==> src/rtl/fetch_stage_pkg.sv <==
// -----------------------------------------------------------------------------
// fetch_stage_pkg
// Shared types for the instruction-fetch stage and the decode/control unit:
//   pc_src_t      - PC-source select that decode hands back to fetch
//   fetch_state_t - fetch sequencer states (exposed on dbg_state)
//   opcode_t      - primary opcodes the control unit decodes (HALT included)
//   funct_t       - R-type function codes
// Helper: pc_plus4() gives the sequential successor of a PC. Arithmetic is
// modulo 2^32, so the PC wraps silently.
// -----------------------------------------------------------------------------
package fetch_stage_pkg;

   localparam int unsigned INSTR_W = 32;

   typedef enum logic [1:0] {
      PC_NEXT   = 2'b00,
      PC_BRANCH = 2'b01,
      PC_JUMP   = 2'b10,
      PC_JR     = 2'b11
   } pc_src_t;

   typedef enum logic [1:0] {
      FETCH      = 2'b00,
      REDIR_WAIT = 2'b01,
      HALTED     = 2'b10
   } fetch_state_t;

   typedef enum logic [5:0] {
      RTYPE = 6'h00,
      J     = 6'h02,
      JAL   = 6'h03,
      BEQ   = 6'h04,
      BNE   = 6'h05,
      ADDI  = 6'h08,
      LW    = 6'h23,
      SW    = 6'h2B,
      HALT  = 6'h3F
   } opcode_t;

   typedef enum logic [5:0] {
      SLL  = 6'h00,
      JR   = 6'h08,
      ADD  = 6'h20,
      SUB  = 6'h22,
      AND_ = 6'h24,
      OR_  = 6'h25
   } funct_t;

   function automatic logic [INSTR_W-1:0] pc_plus4(input logic [INSTR_W-1:0] pc_in);
      return pc_in + 32'd4;
   endfunction

endpackage

==> src/rtl/fetch_stage_if.sv <==
// -----------------------------------------------------------------------------
// fetch_stage_if
// Groups every non-clock signal of the fetch stage.
//   imem side   : ihit, iload (to fetch); imemREN, imemaddr (from fetch)
//   decode side : stall, flush, halt, rd_en, pc_src, br_taken, ext_imm,
//                 jaddr, rs_val (to fetch); ifid_*, opcode, funct (from fetch)
//   observation : pc, fetch_cnt, bubble_cnt, dbg_state (from fetch)
// Modports: master = the fetch stage, slave = imem + decode environment.
// imem handshake: the fetch stage holds imemaddr stable while imemREN=1;
// iload is consumed only in a cycle where ihit=1 for that address, and a
// cycle without ihit simply means "try again next cycle".
// -----------------------------------------------------------------------------
interface fetch_stage_if;
   import fetch_stage_pkg::*;

   logic               ihit;
   logic [31:0]        iload;
   logic               imemREN;
   logic [31:0]        imemaddr;

   logic               stall;
   logic               flush;
   logic               halt;
   logic               rd_en;
   logic [1:0]         pc_src;
   logic               br_taken;
   logic [31:0]        ext_imm;
   logic [25:0]        jaddr;
   logic [31:0]        rs_val;

   logic [31:0]        ifid_instr;
   logic [31:0]        ifid_npc;
   logic               ifid_valid;
   logic [5:0]         opcode;
   logic [5:0]         funct;

   logic [31:0]        pc;
   logic [31:0]        fetch_cnt;
   logic [31:0]        bubble_cnt;
   fetch_state_t       dbg_state;

   modport master (
      input  ihit, iload, stall, flush, halt, rd_en, pc_src, br_taken,
             ext_imm, jaddr, rs_val,
      output imemREN, imemaddr, ifid_instr, ifid_npc, ifid_valid, opcode,
             funct, pc, fetch_cnt, bubble_cnt, dbg_state
   );

   modport slave (
      output ihit, iload, stall, flush, halt, rd_en, pc_src, br_taken,
             ext_imm, jaddr, rs_val,
      input  imemREN, imemaddr, ifid_instr, ifid_npc, ifid_valid, opcode,
             funct, pc, fetch_cnt, bubble_cnt, dbg_state
   );

endinterface

==> src/rtl/fetch_stage_pc_target_calc.sv <==
// -----------------------------------------------------------------------------
// pc_target_calc
// Combinational redirect-target mux, all relative to the decode
// instruction's PC+4 (ifid_npc):
//   PC_BRANCH : ifid_npc + (ext_imm << 2)
//   PC_JUMP   : {ifid_npc[31:28], jaddr, 2'b00}
//   PC_JR     : rs_val
//   PC_NEXT   : ifid_npc (unused by the caller, kept defined)
// Ports: ifid_npc, ext_imm, jaddr, rs_val, pc_src in; target out.
// -----------------------------------------------------------------------------
module pc_target_calc
   import fetch_stage_pkg::*;
(
   input  logic [31:0] ifid_npc,
   input  logic [31:0] ext_imm,
   input  logic [25:0] jaddr,
   input  logic [31:0] rs_val,
   input  logic [1:0]  pc_src,
   output logic [31:0] target
);

   always_comb begin
      target = ifid_npc;
      case (pc_src_t'(pc_src))
         PC_BRANCH: target = ifid_npc + {ext_imm[29:0], 2'b00};
         PC_JUMP:   target = {ifid_npc[31:28], jaddr, 2'b00};
         PC_JR:     target = rs_val;
         default:   target = ifid_npc;
      endcase
   end

endmodule

==> src/rtl/fetch_stage.sv <==
// -----------------------------------------------------------------------------
// fetch_stage
// Instruction fetch plus IF/ID pipeline register. Owns the PC, reads imem,
// latches {instr, PC+4, valid}, and takes redirects/halt from decode.
// Ports: CLK, nRST (async, active low), bus (fetch_stage_if.master).
// Parameters: PC_INIT (reset PC), WORD_W (32 only).
// Optional build macro IFETCH_PERF_EN: enables the saturating fetch_cnt /
// bubble_cnt performance counters; without it both read as 0.
// -----------------------------------------------------------------------------
module fetch_stage
   import fetch_stage_pkg::*;
#(
   parameter logic [31:0] PC_INIT = 32'h0000_0000,
   parameter int unsigned WORD_W  = 32
)(
   input  logic           CLK,
   input  logic           nRST,
   fetch_stage_if.master  bus
);

   localparam logic [WORD_W-1:0] ZERO_W = '0;

   fetch_state_t state_q, state_d;
   logic [31:0]  pc_q, pc_d;
   logic [31:0]  pend_pc_q, pend_pc_d;
   logic [31:0]  ifid_instr_q, ifid_instr_d;
   logic [31:0]  ifid_npc_q, ifid_npc_d;
   logic         ifid_valid_q, ifid_valid_d;
   logic         hold;        // stall freezes PC and IF/ID this cycle
   logic         load_valid;  // IF/ID captures a real fetched word
   logic         redir;
   logic [31:0]  target;

   pc_target_calc u_target (
      .ifid_npc (ifid_npc_q),
      .ext_imm  (bus.ext_imm),
      .jaddr    (bus.jaddr),
      .rs_val   (bus.rs_val),
      .pc_src   (bus.pc_src),
      .target   (target)
   );

   // Only a valid decode instruction may steer the PC; an untaken branch
   // falls through to sequential fetch.
   assign redir = bus.rd_en & ifid_valid_q &
                  (((bus.pc_src == PC_BRANCH) & bus.br_taken) | bus.pc_src[1]);

   always_comb begin
      state_d      = state_q;
      pc_d         = pc_q;
      pend_pc_d    = pend_pc_q;
      ifid_instr_d = ZERO_W;
      ifid_npc_d   = ZERO_W;
      ifid_valid_d = 1'b0;
      hold         = 1'b0;
      load_valid   = 1'b0;
      case (state_q)
         FETCH: begin
            if (bus.halt) begin
               state_d = HALTED;
            end else if (bus.stall) begin
               // decode will present its redirect again once the stall clears
               hold         = 1'b1;
               ifid_instr_d = ifid_instr_q;
               ifid_npc_d   = ifid_npc_q;
               ifid_valid_d = ifid_valid_q;
            end else if (redir) begin
               if (bus.ihit) begin
                  pc_d = target;
               end else begin
                  // imemaddr must stay put until the outstanding read returns
                  pend_pc_d = target;
                  state_d   = REDIR_WAIT;
               end
            end else if (bus.flush) begin
               if (bus.ihit) pc_d = pc_plus4(pc_q);
            end else if (bus.ihit) begin
               load_valid   = 1'b1;
               ifid_instr_d = bus.iload;
               ifid_npc_d   = pc_plus4(pc_q);
               ifid_valid_d = 1'b1;
               pc_d         = pc_plus4(pc_q);
            end
         end
         REDIR_WAIT: begin
            if (bus.halt) begin
               state_d = HALTED;
            end else if (bus.ihit) begin
               // the returned word is wrong-path; drop it and jump
               pc_d    = pend_pc_q;
               state_d = FETCH;
            end
         end
         HALTED: begin
            state_d = HALTED;
         end
         default: begin
            state_d = FETCH;
         end
      endcase
   end

   always_ff @(posedge CLK or negedge nRST) begin
      if (!nRST) begin
         state_q      <= FETCH;
         pc_q         <= PC_INIT;
         pend_pc_q    <= '0;
         ifid_instr_q <= '0;
         ifid_npc_q   <= '0;
         ifid_valid_q <= 1'b0;
      end else begin
         state_q      <= state_d;
         pc_q         <= pc_d;
         pend_pc_q    <= pend_pc_d;
         ifid_instr_q <= ifid_instr_d;
         ifid_npc_q   <= ifid_npc_d;
         ifid_valid_q <= ifid_valid_d;
      end
   end

`ifdef IFETCH_PERF_EN
   logic [31:0] fetch_cnt_q, fetch_cnt_d;
   logic [31:0] bubble_cnt_q, bubble_cnt_d;

   always_comb begin
      fetch_cnt_d  = fetch_cnt_q;
      bubble_cnt_d = bubble_cnt_q;
      if (load_valid && (fetch_cnt_q != 32'hFFFF_FFFF))
         fetch_cnt_d = fetch_cnt_q + 32'd1;
      if ((state_q != HALTED) && (!ifid_valid_d || hold) &&
          (bubble_cnt_q != 32'hFFFF_FFFF))
         bubble_cnt_d = bubble_cnt_q + 32'd1;
   end

   always_ff @(posedge CLK or negedge nRST) begin
      if (!nRST) begin
         fetch_cnt_q  <= '0;
         bubble_cnt_q <= '0;
      end else begin
         fetch_cnt_q  <= fetch_cnt_d;
         bubble_cnt_q <= bubble_cnt_d;
      end
   end

   assign bus.fetch_cnt  = fetch_cnt_q;
   assign bus.bubble_cnt = bubble_cnt_q;
`else
   logic unused_perf;
   assign unused_perf    = hold ^ load_valid;
   assign bus.fetch_cnt  = '0;
   assign bus.bubble_cnt = '0;
`endif

   assign bus.imemREN    = (state_q != HALTED);
   assign bus.imemaddr   = pc_q;
   assign bus.pc         = pc_q;
   assign bus.ifid_instr = ifid_instr_q;
   assign bus.ifid_npc   = ifid_npc_q;
   assign bus.ifid_valid = ifid_valid_q;
   assign bus.opcode     = ifid_instr_q[31:26];
   assign bus.funct      = ifid_instr_q[5:0];
   assign bus.dbg_state  = state_q;

endmodule

==> src/flat_wrapper.sv <==
// flat-port wrapper written by rule: the top's interface ports become plain ports
module fetch_stage_flat import fetch_stage_pkg::*;
#(
   parameter logic [31:0] PC_INIT = 32'h0000_0000,
   parameter int unsigned WORD_W  = 32
)
  (CLK, nRST, bus_ihit, bus_iload, bus_stall, bus_flush, bus_halt, bus_rd_en, bus_pc_src, bus_br_taken, bus_ext_imm, bus_jaddr, bus_rs_val, bus_imemREN, bus_imemaddr, bus_ifid_instr, bus_ifid_npc, bus_ifid_valid, bus_opcode, bus_funct, bus_pc, bus_fetch_cnt, bus_bubble_cnt, bus_dbg_state);
  fetch_stage_if bus_i ();
  input  logic CLK;
  input  logic nRST;
  input wire logic [$bits(bus_i.ihit)-1:0] bus_ihit;
  input wire logic [$bits(bus_i.iload)-1:0] bus_iload;
  input wire logic [$bits(bus_i.stall)-1:0] bus_stall;
  input wire logic [$bits(bus_i.flush)-1:0] bus_flush;
  input wire logic [$bits(bus_i.halt)-1:0] bus_halt;
  input wire logic [$bits(bus_i.rd_en)-1:0] bus_rd_en;
  input wire logic [$bits(bus_i.pc_src)-1:0] bus_pc_src;
  input wire logic [$bits(bus_i.br_taken)-1:0] bus_br_taken;
  input wire logic [$bits(bus_i.ext_imm)-1:0] bus_ext_imm;
  input wire logic [$bits(bus_i.jaddr)-1:0] bus_jaddr;
  input wire logic [$bits(bus_i.rs_val)-1:0] bus_rs_val;
  output wire logic [$bits(bus_i.imemREN)-1:0] bus_imemREN;
  output wire logic [$bits(bus_i.imemaddr)-1:0] bus_imemaddr;
  output wire logic [$bits(bus_i.ifid_instr)-1:0] bus_ifid_instr;
  output wire logic [$bits(bus_i.ifid_npc)-1:0] bus_ifid_npc;
  output wire logic [$bits(bus_i.ifid_valid)-1:0] bus_ifid_valid;
  output wire logic [$bits(bus_i.opcode)-1:0] bus_opcode;
  output wire logic [$bits(bus_i.funct)-1:0] bus_funct;
  output wire logic [$bits(bus_i.pc)-1:0] bus_pc;
  output wire logic [$bits(bus_i.fetch_cnt)-1:0] bus_fetch_cnt;
  output wire logic [$bits(bus_i.bubble_cnt)-1:0] bus_bubble_cnt;
  output wire logic [$bits(bus_i.dbg_state)-1:0] bus_dbg_state;
  assign bus_i.ihit = bus_ihit;
  assign bus_i.iload = bus_iload;
  assign bus_i.stall = bus_stall;
  assign bus_i.flush = bus_flush;
  assign bus_i.halt = bus_halt;
  assign bus_i.rd_en = bus_rd_en;
  assign bus_i.pc_src = bus_pc_src;
  assign bus_i.br_taken = bus_br_taken;
  assign bus_i.ext_imm = bus_ext_imm;
  assign bus_i.jaddr = bus_jaddr;
  assign bus_i.rs_val = bus_rs_val;
  assign bus_imemREN = bus_i.imemREN;
  assign bus_imemaddr = bus_i.imemaddr;
  assign bus_ifid_instr = bus_i.ifid_instr;
  assign bus_ifid_npc = bus_i.ifid_npc;
  assign bus_ifid_valid = bus_i.ifid_valid;
  assign bus_opcode = bus_i.opcode;
  assign bus_funct = bus_i.funct;
  assign bus_pc = bus_i.pc;
  assign bus_fetch_cnt = bus_i.fetch_cnt;
  assign bus_bubble_cnt = bus_i.bubble_cnt;
  assign bus_dbg_state = bus_i.dbg_state;
  fetch_stage #(.PC_INIT(PC_INIT), .WORD_W(WORD_W)) u_core (.CLK(CLK), .nRST(nRST), .bus(bus_i));
endmodule
==> config.mk <==
export PLATFORM = sky130hd
export DESIGN_NAME = fetch_stage_flat
export DESIGN_NICKNAME = d
export VERILOG_FILES = /design/src/rtl/fetch_stage_pkg.sv /design/src/rtl/fetch_stage_if.sv /design/src/rtl/fetch_stage_pc_target_calc.sv /design/src/rtl/fetch_stage.sv /design/src/flat_wrapper.sv
export SDC_FILE = /design/constraint.sdc
export NUM_CORES = 1
export LEC_CHECK = 0
export CAP_MARGIN = 15
export CORE_ASPECT_RATIO = 1.1
export CORE_MARGIN = 8
export CORE_UTILIZATION = 45
export DETAILED_ROUTE_END_ITERATION = 10
export GPL_ROUTABILITY_DRIVEN = 0
export PLACE_DENSITY = 0.78
export REMOVE_ABC_BUFFERS = 1
export SYNTH_ARGS = -nofsm -noshare
export SYNTH_HDL_FRONTEND = slang
export SYNTH_HIERARCHICAL = 1
export SYNTH_SLANG_ARGS = --single-unit
export TNS_END_PERCENT = 1
==> constraint.sdc <==
create_clock -name CLK -period 4.01 [get_ports CLK]
set_input_delay 1.203 -clock CLK [delete_from_list [all_inputs] [get_ports CLK]]
set_output_delay 1.203 -clock CLK [all_outputs]
set_load 0.03 [all_outputs]
==> run_1/gates.png <==
The bar under the picture is 50 um long.
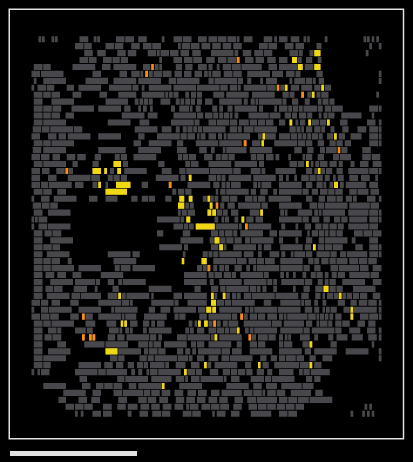
legend:
  inv cells:
    colour: orange
    cells: 19
    most_used: inv_1
  nor cells:
    colour: yellow
    cells: 63
    most_used: nor2_1

==> run_1/placed.png <==
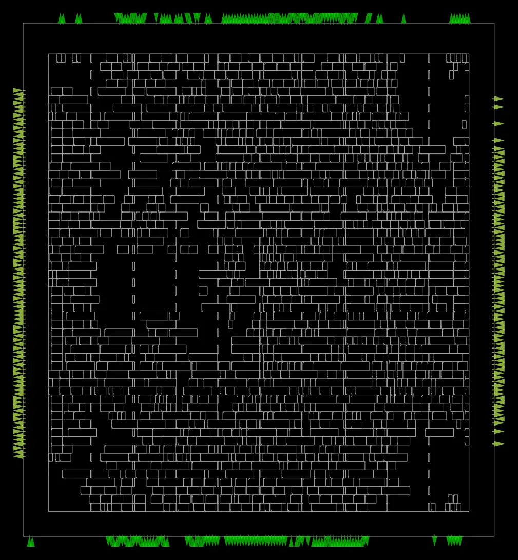
proportion of cell area occupied by registers: 24.7%
filler instances: 1630
tally of non-filler cells in the final layout: 1536
Flops: 131

==> run_1/m4.png <==
The bar under the picture is 50 um long.
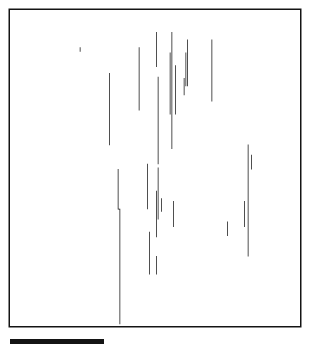
share of all routed wire: 2.0%
longest straight run: 61.9 um

==> flow.log, run 1 <==
[report] extracting results
INFO  metric status = finished clean
INFO  metric drive_gt1_share = 19.4%
INFO  metric num_antenna_cells = 0
INFO  metric clock_sinks = 131
INFO  metric path_clk_slew = 0.06 ns
INFO  metric synthesized_chip_area_reported_by_yosys = 9430 um^2
INFO  metric yosys_register_bits = 131
INFO  metric irDropWorstVdd = 0.000185 V
INFO  metric p_seq_share = 37.7%
INFO  metric fp_util = 45.8%
INFO  metric critPathLaunchType = primary input
INFO  metric route.final.wire_length = 31.7 mm
INFO  metric mean_syn_cell_area = 9.64 um^2
INFO  metric synthesis_to_finish_area_growth = 40.9%
INFO  metric finalNetCount = 1432
INFO  metric power.switching_fraction = 30.2%
INFO  metric crit_path_max_fanout = 3
INFO  metric clk-insertion-delay-late = 0.41 ns
INFO  metric total_placed_cells_including_tap_cells = 1496
INFO  metric share_clk_of_total_power = 39.9%
INFO  metric stage_log_warnings = 29
INFO  metric fp-row-count = 55
INFO  metric worstHoldPathType = flop to flop
INFO  metric ctsResizeCount = 51
INFO  metric net-switching-power = 1150 uW
INFO  metric combinationalPower = 856 uW
INFO  metric detail_route.iter0.violations = 673
INFO  metric ys_cells = 979
INFO  metric syn-cell-area = 9430 um^2
INFO  metric cts_buffers = 17
INFO  metric timing.final.hold_violations = 0
INFO  metric vias = 8834
INFO  metric grt_setup_unrepaired = yes
INFO  metric floorplan.die.width = 154 um
INFO  metric fin_util = 64.6%
INFO  metric design.die.area = 25900 um^2
INFO  metric criticalPathCategory = primary input to flop
INFO  metric core-area = 20600 um^2
INFO  metric tritoncts = built
INFO  metric synthCells = 979
INFO  metric synthTopCellsByArea = sky130_fd_sc_hd__dfrtp_1 (35%), sky130_fd_sc_hd__buf_4 (9.0%), sky130_fd_sc_hd__mux4_2 (6.2%)
INFO  metric cts.hold.buffers_added = 0
INFO  metric post_synth_num_cell_types = 77
INFO  metric grt_start_max_net_pins = 73
INFO  metric hpwl = 23.5 mm
INFO  metric synth.cells.most_frequent = sky130_fd_sc_hd__dfrtp_1 (131), sky130_fd_sc_hd__buf_4 (113), sky130_fd_sc_hd__nand2_1 (75), sky130_fd_sc_hd__o21ai_0 (63), sky130_fd_sc_hd__a21oi_1 (52)
INFO  metric largestPowerGroup = the clock network
INFO  metric final_period_minus_worst_setup_slack = 3.96 ns
INFO  metric worst_tran_pin_value = 1.06 ns
INFO  metric power_per_cell_area = 287 nW/um^2
INFO  metric drt_first_pass_iters = 5
INFO  metric crit_slowest_cell = sky130_fd_sc_hd__or4_1
INFO  metric count_of_flip_flops_with_a_built_in_enable_after_synthesis = 0
INFO  metric power.sequential.total = 1440 uW
INFO  metric timing.clock.skew = 0.00758 ns
INFO  metric grt_pass1_vias = 9237
INFO  metric synth_dominant_cell_count = sky130_fd_sc_hd__dfrtp_1
INFO  metric clockBufferDepth = 2
INFO  metric finalMaxSlewViolations = 0
INFO  metric final.period_utilization = 98.6%
INFO  metric logic_gate_share_of_total_power = 22.4%
INFO  metric yosys_warnings = 6
INFO  metric postCtsSetupRepairBufs = 7
INFO  metric post-synth-top-area-fraction = 34.7%
INFO  metric chipHeight = 168 um
INFO  metric worst-endpoint-arrival = 4.25 ns
INFO  metric grt-ovfl-total = 0
[run 1: through the flow]
stage	setup slack (ns)	setup TNS, ns	hold slack [ns]	power [uW]	area, um^2
6_report	0.0547	0	0.481	3820	13300
5_1_grt	-0.0692	-0.115	0.511	3970	13300
4_1_cts	-0.00397	-0.00397	0.485	3830	13200
3_5_place_dp	-0.827	-16.02	0.472	2300	12400
3_3_place_gp	-0.802	-14.92	0.462	2290	12400
2_1_floorplan	-1.04	-63.45	0.449	1870	8620
[run 1: cell usage in the layout, fill, tap and decap left out, drive strengths merged, types with 14 or more instances in the layout]
cell           netlist  layout
o21ai               68      68
nand3               39      39
a21oi               54      54
mux2                32      32
nor2                41      41
buf                131     100
a31oi               14      14
clkbuf              32      25
a22o                43      43
mux4                26      26
and3                22      22
ha                  30      30
clkdlybuf4s50        0     253
xor2                16      16
inv                 19      21
nand2               75      75
xnor2               34      34
dfrtp              131     131
a21o                15      15
conb                 1      64
[run 1: layer usage]
layer | track usage (%) | wire length [um] | vias up
met5 | 0 | 13 | -
met4 | 8.23 | 640 | 2
met3 | 5.97 | 2810 | 53
met2 | 41.5 | 15900 | 463
met1 | 27.6 | 12400 | 4302
li1 | - | - | 4014
[run 1: path summary, 6_finish.rpt]
path / startpoint / to / slack [ns] / depth (start not counted)
min in group asynchronous: nRST / u_core/bus.ifid_npc[5] / 0.82 / 1
setup / recovery: bus_ext_imm[5] / u_core/bus.imemaddr[25] / 0.05 / 15
hold reg to reg: u_core/pend_pc_q[10] / u_core/pend_pc_q[10] / 0.48 / 1
max in group asynchronous: nRST / u_core/pend_pc_q[19] / 2.41 / 2
setup reg to reg: u_core/bus.ifid_npc[3] / u_core/bus.imemaddr[25] / 0.51 / 14
hold / removal: u_core/pend_pc_q[10] / u_core/pend_pc_q[10] / 0.48 / 1
[run 1: flip-flops by register name, indices dropped and copies added (netlist names)]
register,flops
u_core/bus.ifid_instr,32
u_core/bus.ifid_npc,32
u_core/bus.imemaddr,32
u_core/pend_pc_q,32
u_core/bus.dbg_state,2
u_core/bus.ifid_valid,1
[run 1: critical path: cells and delay by family]
family | cells | cell delay, ns
AND/OR/NAND/NOR | 2 | 0.59
multiplexers | 1 | 0.51
XOR/XNOR | 1 | 0.10
buffers and inverters | 2 | 0.53
AND-OR/OR-AND | 8 | 1.10
adder cells (fa/ha/maj) | 1 | 0.21
[run 1: cells by family after synthesis]
family | Yosys count | share of synthesized area [%]
buffers and inverters | 182 | 11.9
multiplexers | 63 | 10.6
XOR/XNOR | 50 | 4.64
AND-OR/OR-AND | 274 | 20.2
adder cells (fa/ha/maj) | 31 | 4.19
other | 1 | 0.0397
AND/OR/NAND/NOR | 247 | 13.7
flip-flops | 131 | 34.7
[run 1: area by class of cell]
| class | instances | area, um^2 | area share [%] |
|---|---|---|---|
| clock inverter | 12 | 134 | 1.01 |
| multi-input combinational | 729 | 5570 | 41.9 |
| tap | 256 | 320 | 2.41 |
| inverter | 19 | 71.3 | 0.536 |
| clock buffer | 18 | 439 | 3.30 |
| sequential | 131 | 3280 | 24.7 |
| timing repair buffer | 371 | 3480 | 26.2 |
==> run_1/layers.png <==
The bar under the picture is 50 um long.
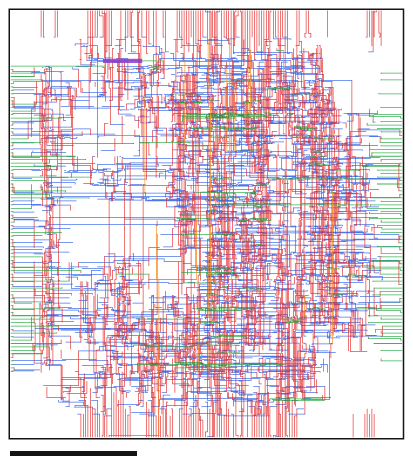

==> inputs of run 2 (changes only) <==
CORE_ASPECT_RATIO = 1.75   (was 1.1)
==> run_2/layers.png <==
The bar under the picture is 50 um long.
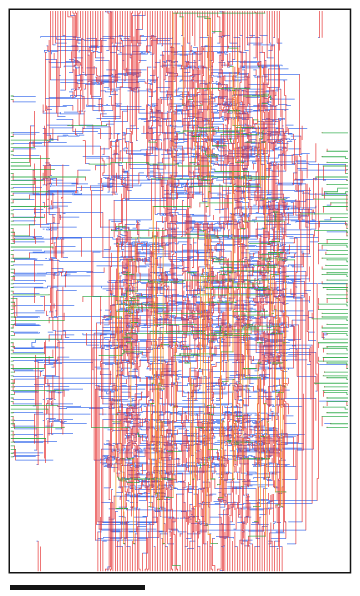
legend:
  M4:
    colour: orange
    wire_length: 2640 um
  M3:
    colour: green
    wire_length: 2260 um
  M2:
    colour: red
    wire_length: 18100 um
  M1:
    colour: blue
    wire_length: 11700 um

==> run_2/placed.png <==
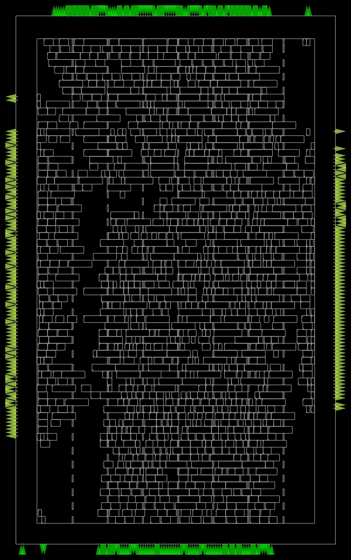
number of tapcells: 252
Finished Core Util: 64.4%
tally of non-filler cells in the final layout: 1538

==> run 2 against run 1 <==
Non-clock buffer count grew 2; largest power group unchanged; wire length rose by 9.5%; total power increased by 3.1%.
==> flow.log, run 2 <==
[report] extracting results
INFO  metric fp_util = 45.4%
INFO  metric path_clk_slew = 0.06 ns
INFO  metric drt_first_pass_iters = 6
INFO  metric synthesis_to_finish_area_growth = 41.7%
INFO  metric mean_syn_cell_area = 9.64 um^2
INFO  metric final-comb-area = 5540 um^2
INFO  metric finalNetCount = 1434
INFO  metric final_period_minus_worst_setup_slack = 3.97 ns
INFO  metric irDropWorstVdd = 0.000240 V
INFO  metric core-area = 20800 um^2
INFO  metric worst-path-buf-inv = 2
INFO  metric finalMaxSlewViolations = 0
INFO  metric combined_flip_flop_and_latch_cell_area = 3280 um^2
INFO  metric worst-endpoint-arrival = 4.28 ns
INFO  metric fillCellCount = 1641
INFO  metric synthTopCellsByArea = sky130_fd_sc_hd__dfrtp_1 (35%), sky130_fd_sc_hd__buf_4 (9.0%), sky130_fd_sc_hd__mux4_2 (6.2%)
INFO  metric floorplan.die.width = 125 um
INFO  metric hold_path_cell_cnt = 1
INFO  metric grt_start_max_net_pins = 83
INFO  metric setup_tns = 0 ns
INFO  metric fp-row-count = 70
INFO  metric route.final.wire_length = 34.7 mm
INFO  metric synth.cells.most_frequent = sky130_fd_sc_hd__dfrtp_1 (131), sky130_fd_sc_hd__buf_4 (113), sky130_fd_sc_hd__nand2_1 (75), sky130_fd_sc_hd__o21ai_0 (63), sky130_fd_sc_hd__a21oi_1 (52)
INFO  metric grt_antenna_before_repair = 2
INFO  metric post_synth_num_cell_types = 77
INFO  metric overall_power = 3940 uW
INFO  metric hpwl = 25.7 mm
INFO  metric vias = 9118
INFO  metric worstReg2RegStart = u_core/bus.ifid_npc[16]
INFO  metric lay_top_cells = sky130_fd_sc_hd__clkdlybuf4s50_1 (252), sky130_fd_sc_hd__dfrtp_1 (131), sky130_fd_sc_hd__buf_4 (96)
INFO  metric clockBufferDepth = 2
INFO  metric io-pin-count = 340
INFO  metric grt_pass1_vias = 9717
INFO  metric yosys_warnings = 6
INFO  metric timing.final.hold_violations = 0
INFO  metric clk-insertion-delay-late = 0.43 ns
INFO  metric crit_path_max_fanout = 4
INFO  metric post-synth-top-area-fraction = 34.7%
INFO  metric ys_cells = 979
INFO  metric setup.reg_to_reg.worst_slack = 0.55 ns
INFO  metric worst_hold_startpoint = u_core/pend_pc_q[19]
INFO  metric synthCells = 979
INFO  metric worst_tran_pin_value = 0.805 ns
INFO  metric synthesized_chip_area_reported_by_yosys = 9430 um^2
INFO  metric min_to = u_core/pend_pc_q[19]
INFO  metric stage_log_warnings = 29
INFO  metric design.die.area = 26000 um^2
INFO  metric count_of_flip_flops_with_a_built_in_enable_after_synthesis = 0
INFO  metric layout_top_cell_excl_fill_tap = sky130_fd_sc_hd__clkdlybuf4s50_1
INFO  metric drive_gt1_share = 19.0%
INFO  metric criticalPathCategory = primary input to flop
INFO  metric cts_buffers = 17
INFO  metric grt-ovfl-total = 0
INFO  metric timing.critical_path.max_delay_family = AND-OR/OR-AND gates
INFO  metric cts_root_buf = sky130_fd_sc_hd__clkbuf_16
INFO  metric yosys_register_bits = 131
INFO  metric chipHeight = 208 um
INFO  metric worstHoldPathType = flop to flop
INFO  metric grt_setup_unrepaired = yes
INFO  metric power_per_cell_area = 295 nW/um^2
INFO  metric timing.clock.skew = 0.00646 ns
INFO  metric synth_dominant_cell_count = sky130_fd_sc_hd__dfrtp_1
INFO  metric syn-cell-area = 9430 um^2
INFO  metric final.period_utilization = 99.1%
INFO  metric crit_slowest_cell = sky130_fd_sc_hd__or4_1
INFO  metric timing.rr.end = u_core/bus.imemaddr[25]
INFO  metric status = finished clean
==> run_2/gates.png <==
The bar under the picture is 50 um long.
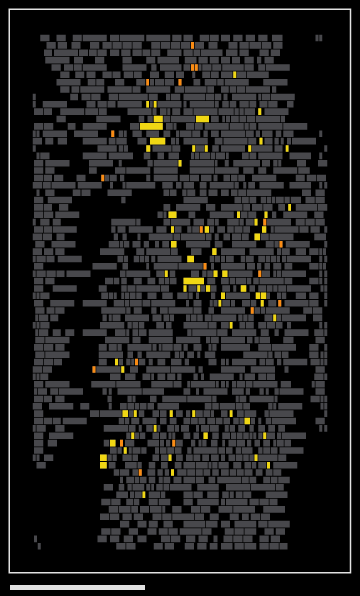
legend:
  inv cells:
    colour: orange
    cells: 19
    most_used: inv_1
  nor cells:
    colour: yellow
    cells: 63
    most_used: nor2_1

## run 2: cell count changes in the layout (fill, tap and decap cells not counted), moves of 2 or more
cell	previous run	this run
sky130_fd_sc_hd__clkinvlp_4	5	3
sky130_fd_sc_hd__nand2_1	72	74
sky130_fd_sc_hd__buf_6	5	2
sky130_fd_sc_hd__clkinv_4	1	3
sky130_fd_sc_hd__clkbuf_2	7	2
sky130_fd_sc_hd__dlymetal6s2s_1	4	10
sky130_fd_sc_hd__inv_6	2	4
sky130_fd_sc_hd__o21ai_0	56	58
sky130_fd_sc_hd__a21oi_2	8	10
sky130_fd_sc_hd__clkinv_2	2	0
sky130_fd_sc_hd__buf_4	91	96
sky130_fd_sc_hd__nand2_2	3	1
sky130_fd_sc_hd__diode_2	0	2
## run 2: cell families after synthesis
family                     after synthesis  share of synthesized area, %
AOI/OAI and AO/OA                      274                          20.2
and+or+nand+nor                        247                          13.7
buffers and inverters                  182                          11.9
DFF                                    131                          34.7
muxes                                   63                          10.6
xor gates and xnor gates                50                          4.64
adders and majority gates               31                          4.19
other                                    1                        0.0397
## run 2: worst reg2reg max path: cells and delay by family (launching register included)
family	cells	cell delay, ns
DFF	1	0.46
and+or+nand+nor	3	0.74
muxes	1	0.50
adders and majority gates	1	0.32
AOI/OAI and AO/OA	7	1.06
buffers and inverters	1	0.11
xor gates and xnor gates	1	0.15
## run 2: layer usage
layer | global-route usage, % | share of wire (%)
met5 | 0 | 0
met2 | 46.5 | 52
met3 | 6.53 | 6.5
met1 | 25.6 | 34
met4 | 19.9 | 7.6
## run 2: area by class of cell
type                    instances  area share, %
flip-flops and latches        131           24.5
diodes                          2         0.0374
inverters                      19          0.534
well taps                     252           2.36
multi-input cells             729           41.5
clock buffers                  19           3.39
clock inverters                13           1.30
repair buffers                373           26.4
## run 2: what timing repair did
action                     CTS  global route
hold endpoints to repair     0             0
setup endpoints to repair   20             7
pin swaps                   21            21
gates resized               41            27
buffers inserted             5             2
## run 2: worst max-delay path by stage
stage | start | to | depth (start not counted)
CTS | bus_ext_imm[5] | u_core/bus.imemaddr[26] | 12
global placement | bus_ext_imm[1] | u_core/bus.imemaddr[25] | 15
global route | bus_ext_imm[18] | u_core/bus.imemaddr[25] | 14
detailed placement | bus_ext_imm[0] | u_core/bus.imemaddr[26] | 15
finish | bus_ext_imm[4] | u_core/bus.imemaddr[25] | 15
floorplan | bus_stall | u_core/bus.ifid_instr[0] | 3
## run 2: power by group
part           total [uW]  switching (uW)  internal [uW]
Combinational         862             479            383
Sequential           1440            81.7           1360
Clock                1640             618           1020
Total                3940            1180           2760
## run 2: per-stage QoR
| stage | util, % | setup WS, ns | hold slack (ns) | instances | area, um^2 |
|---|---|---|---|---|---|
| finish | 64.4 | 0.0368 | 0.485 | 1538 | 13400 |
| global route | 64.4 | -0.00217 | 0.511 | 1538 | 13400 |
| CTS | 63.8 | -0.00603 | 0.487 | 1534 | 13200 |
| detailed placement | 59.8 | -0.786 | 0.474 | 1498 | 12400 |
| global placement | 59.8 | -0.735 | 0.459 | 1498 | 12400 |
| floorplan | - | -1.04 | 0.449 | 879 | 8620 |
==> run_2/class_map.png <==
The bar under the picture is 50 um long. Fill, decap, tap and diode cells in grey.
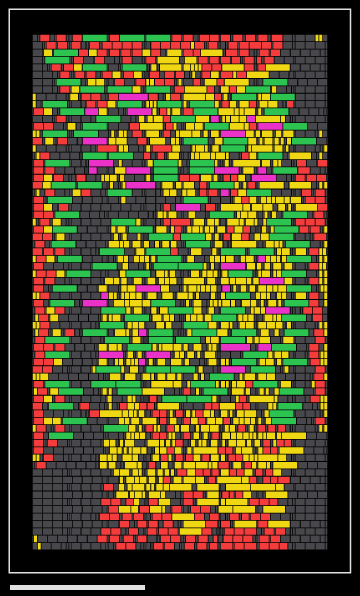

==> inputs of run 3 (changes only) <==
PLACE_DENSITY = 0.8   (was 0.78)
==> run_3/class_map.png <==
The bar under the picture is 50 um long. Fill, decap, tap and diode cells in grey.
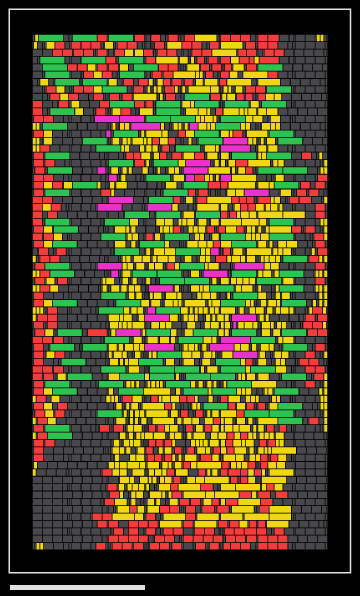
legend:
  clock drivers and dummy loads:
    colour: magenta
    cells: 32
    share_of_their_area: 5.0%
  registers:
    colour: green
    cells: 131
    share_of_their_area: 25%
  remaining buffers and delay cells:
    colour: red
    cells: 369
    share_of_their_area: 27%
  remaining logic cells:
    colour: yellow
    cells: 748
    share_of_their_area: 43%

==> run_3/gates.png <==
The bar under the picture is 50 um long.
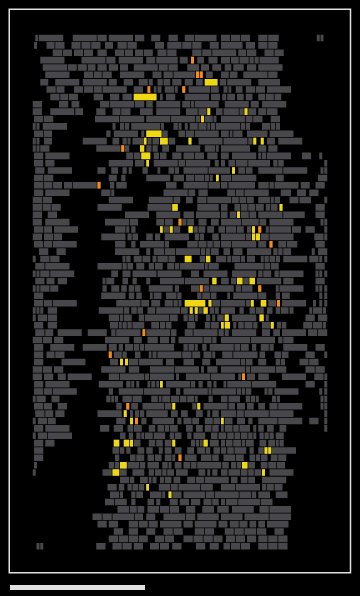
legend:
  nor cells:
    colour: yellow
    cells: 63
    most_used: nor2_1
  inv cells:
    colour: orange
    cells: 19
    most_used: inv_1

==> run 3 against run 2 <==
Combinational power rose by 2%; wire length rose by 2.9%; first-iteration DRC count rose by 18%; core utilization rose by 0.55 points; critical path depth did not move; final cell count fell by 0.26%; critical endpoint is now u_core/bus.imemaddr[26]; setup slack got worse by 0.027 ns; non-clock buffer count fell by 4; maximum frequency fell by 0.67%; global-route usage rose by 0.53 points; synthesized cell count did not move; clock skew rose by 0.0075 ns.
==> flow.log, run 3 <==
[report] extracting results
INFO  metric finalNetCount = 1430
INFO  metric drive_gt1_share = 19.4%
INFO  metric count_of_flip_flops_with_a_built_in_enable_after_synthesis = 0
INFO  metric cts_buffers = 17
INFO  metric tally_of_non_filler_cells_in_the_final_layout = 1534
INFO  metric route.final.wire_length = 35.8 mm
INFO  metric layout_top_cell_excl_fill_tap = sky130_fd_sc_hd__clkdlybuf4s50_1
INFO  metric timing.clock.skew = 0.0139 ns
INFO  metric clockBufferDepth = 2
INFO  metric cts_root_buf = sky130_fd_sc_hd__clkbuf_16
INFO  metric mean_syn_cell_area = 9.64 um^2
INFO  metric yosys_warnings = 6
INFO  metric io-pin-count = 340
INFO  metric worst_tran_pin_value = 0.775 ns
INFO  metric worst_setup_path_startpoint = bus_ext_imm[0]
INFO  metric setup_tns = 0 ns
INFO  metric crit_path_max_fanout = 3
INFO  metric lay_top_cells = sky130_fd_sc_hd__clkdlybuf4s50_1 (252), sky130_fd_sc_hd__dfrtp_1 (131), sky130_fd_sc_hd__buf_4 (92)
INFO  metric fp_util = 45.4%
INFO  metric status = finished clean
INFO  metric core-area = 20800 um^2
INFO  metric port_buffers = 273
INFO  metric criticalPathCategory = primary input to flop
INFO  metric detail_route.iter0.violations = 903
INFO  metric path_clk_slew = 0.06 ns
INFO  metric grt_pass1_vias = 9844
INFO  metric worstHoldPathType = flop to flop
INFO  metric crit_slowest_cell = sky130_fd_sc_hd__mux4_2
INFO  metric floorplan.die.width = 125 um
INFO  metric vias = 9257
INFO  metric clk-insertion-delay-late = 0.42 ns
INFO  metric synthesis_to_finish_area_growth = 42.9%
INFO  metric post_synth_num_cell_types = 77
INFO  metric design.die.area = 26000 um^2
INFO  metric hpwl = 25.8 mm
INFO  metric ys_cells = 979
INFO  metric grt-ovfl-total = 0
INFO  metric p_leak = 0.00597 uW
INFO  metric avgViaCountPerCell = 6.03
INFO  metric post-synth-top-area-fraction = 34.7%
INFO  metric timing.critical_path.max_delay_family = AND-OR/OR-AND gates
INFO  metric drt_first_pass_iters = 7
INFO  metric final_period_minus_worst_setup_slack = 4.00 ns
INFO  metric synthesized_chip_area_reported_by_yosys = 9430 um^2
INFO  metric grt_setup_unrepaired = yes
INFO  metric tritoncts = built
INFO  metric worst_hold_startpoint = u_core/pend_pc_q[19]
INFO  metric irDropWorstVdd = 0.000317 V
INFO  metric synthTopCellsByArea = sky130_fd_sc_hd__dfrtp_1 (35%), sky130_fd_sc_hd__buf_4 (9.0%), sky130_fd_sc_hd__mux4_2 (6.2%)
INFO  metric worst-path-buf-inv = 2
INFO  metric critPathLaunchType = primary input
INFO  metric grt_start_max_net_pins = 81
INFO  metric syn-cell-area = 9430 um^2
INFO  metric yosys_register_bits = 131
INFO  metric grt_antenna_before_repair = 2
INFO  metric power_per_cell_area = 301 nW/um^2
INFO  metric timing.final.hold_violations = 0
INFO  metric worst-endpoint-arrival = 4.30 ns
INFO  metric synthCells = 979
INFO  metric cts.hold.buffers_added = 0
INFO  metric clock_sinks = 131
INFO  metric chipHeight = 208 um
INFO  metric total_placed_cells_including_tap_cells = 1494
INFO  metric synth_dominant_cell_count = sky130_fd_sc_hd__dfrtp_1
INFO  metric final.period_utilization = 99.7%
INFO  metric worstReg2RegStart = u_core/bus.ifid_npc[2]
INFO  metric stage_log_warnings = 28
INFO  metric finalMaxSlewViolations = 0
==> run_3/placed.png <==
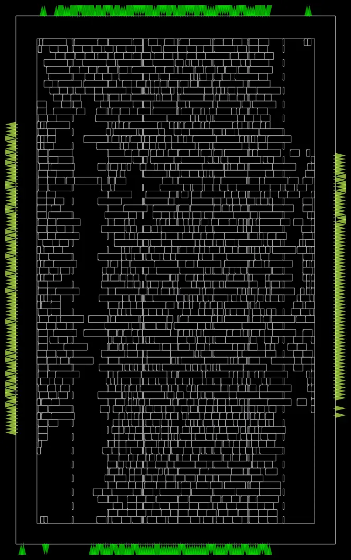
number of placement rows: 70
filler instances: 1554

==> run 3: report_power, final <==
group	internal [uW]	switching (uW)	total (uW)
Sequential	1360	77.6	1430
Clock	1110	627	1740
Combinational	386	490	875
Total	2860	1190	4050
==> run 3: worst register-to-register path, delay by kind of cell (launching register included) <==
family	cells	cell delay [ns]
flops	1	0.42
xor+xnor	1	0.09
fa+ha+maj	2	0.44
compound gates	7	1.39
mux	1	0.51
buf+inv	1	0.06
simple gates	2	0.47
==> run 3: final timing paths <==
kind                                           endpoint  slack (ns)  cells after the start
worst max register to register  u_core/bus.imemaddr[26]        0.51                     14
worst min register to register     u_core/pend_pc_q[19]        0.48                      1
min in group asynchronous        u_core/bus.ifid_npc[5]        0.83                      1
worst min-delay path               u_core/pend_pc_q[19]        0.48                      1
worst max-delay path            u_core/bus.imemaddr[26]        0.01                     15
max in group asynchronous       u_core/bus.imemaddr[24]        2.42                      2
==> run 3: metal layers <==
layer  vias to the layer above  GRT usage (%)  wire length (um)  part of all wire, %
li1                       4012              -                 -                    -
met3                       167           5.89              2510                  7.0
met2                       584           47.0             18600                   52
met1                      4494           26.9             12000                   33
met4                         0           20.6              2680                  7.5
met5                         -              0                 0                    0
==> run 3: kinds of logic (layout without fill, tap and decap cells) <==
kind of cell	after synthesis	in the layout	synth area share (%)
AOI/OAI and AO/OA	274	274	20.2
xor gates and xnor gates	50	50	4.64
adders and majority gates	31	31	4.19
buffers and inverters	182	420	11.9
DFF	131	131	34.7
muxes	63	63	10.6
other	1	66	0.0397
and+or+nand+nor	247	247	13.7
==> run 3: layout make-up <==
cell class	count	area [um^2]	share of cell area (%)
clock buffers	18	429	3.18
well taps	252	315	2.34
clock inverters	14	226	1.68
multi-input cells	729	5640	41.9
flip-flops and latches	131	3280	24.3
repair buffers	369	3510	26.1
inverters	19	71.3	0.529
diodes	2	5.00	0.0371
==> run 3: per-stage QoR <==
step	power [uW]	hold slack, ns	instance area [um^2]	setup WS [ns]	util [%]
finish	4050	0.483	13500	0.0100	64.9
global route	4180	0.502	13500	-0.0799	64.9
CTS	4030	0.484	13200	0.00148	63.6
detailed placement	2300	0.468	12400	-0.819	59.6
global placement	2290	0.459	12400	-0.735	59.6
floorplan	1870	0.449	8620	-1.04	-
==> run 3: repair_timing <==
item                                    in CTS  in global routing
pin swaps                                   16                 20
gates resized                               31                 53
endpoints found under the setup margin      14                 17
hold endpoints to repair                     0                  0
buffers inserted                             6                  2
No activity file was given, so power comes from the tool's default toggle rates.
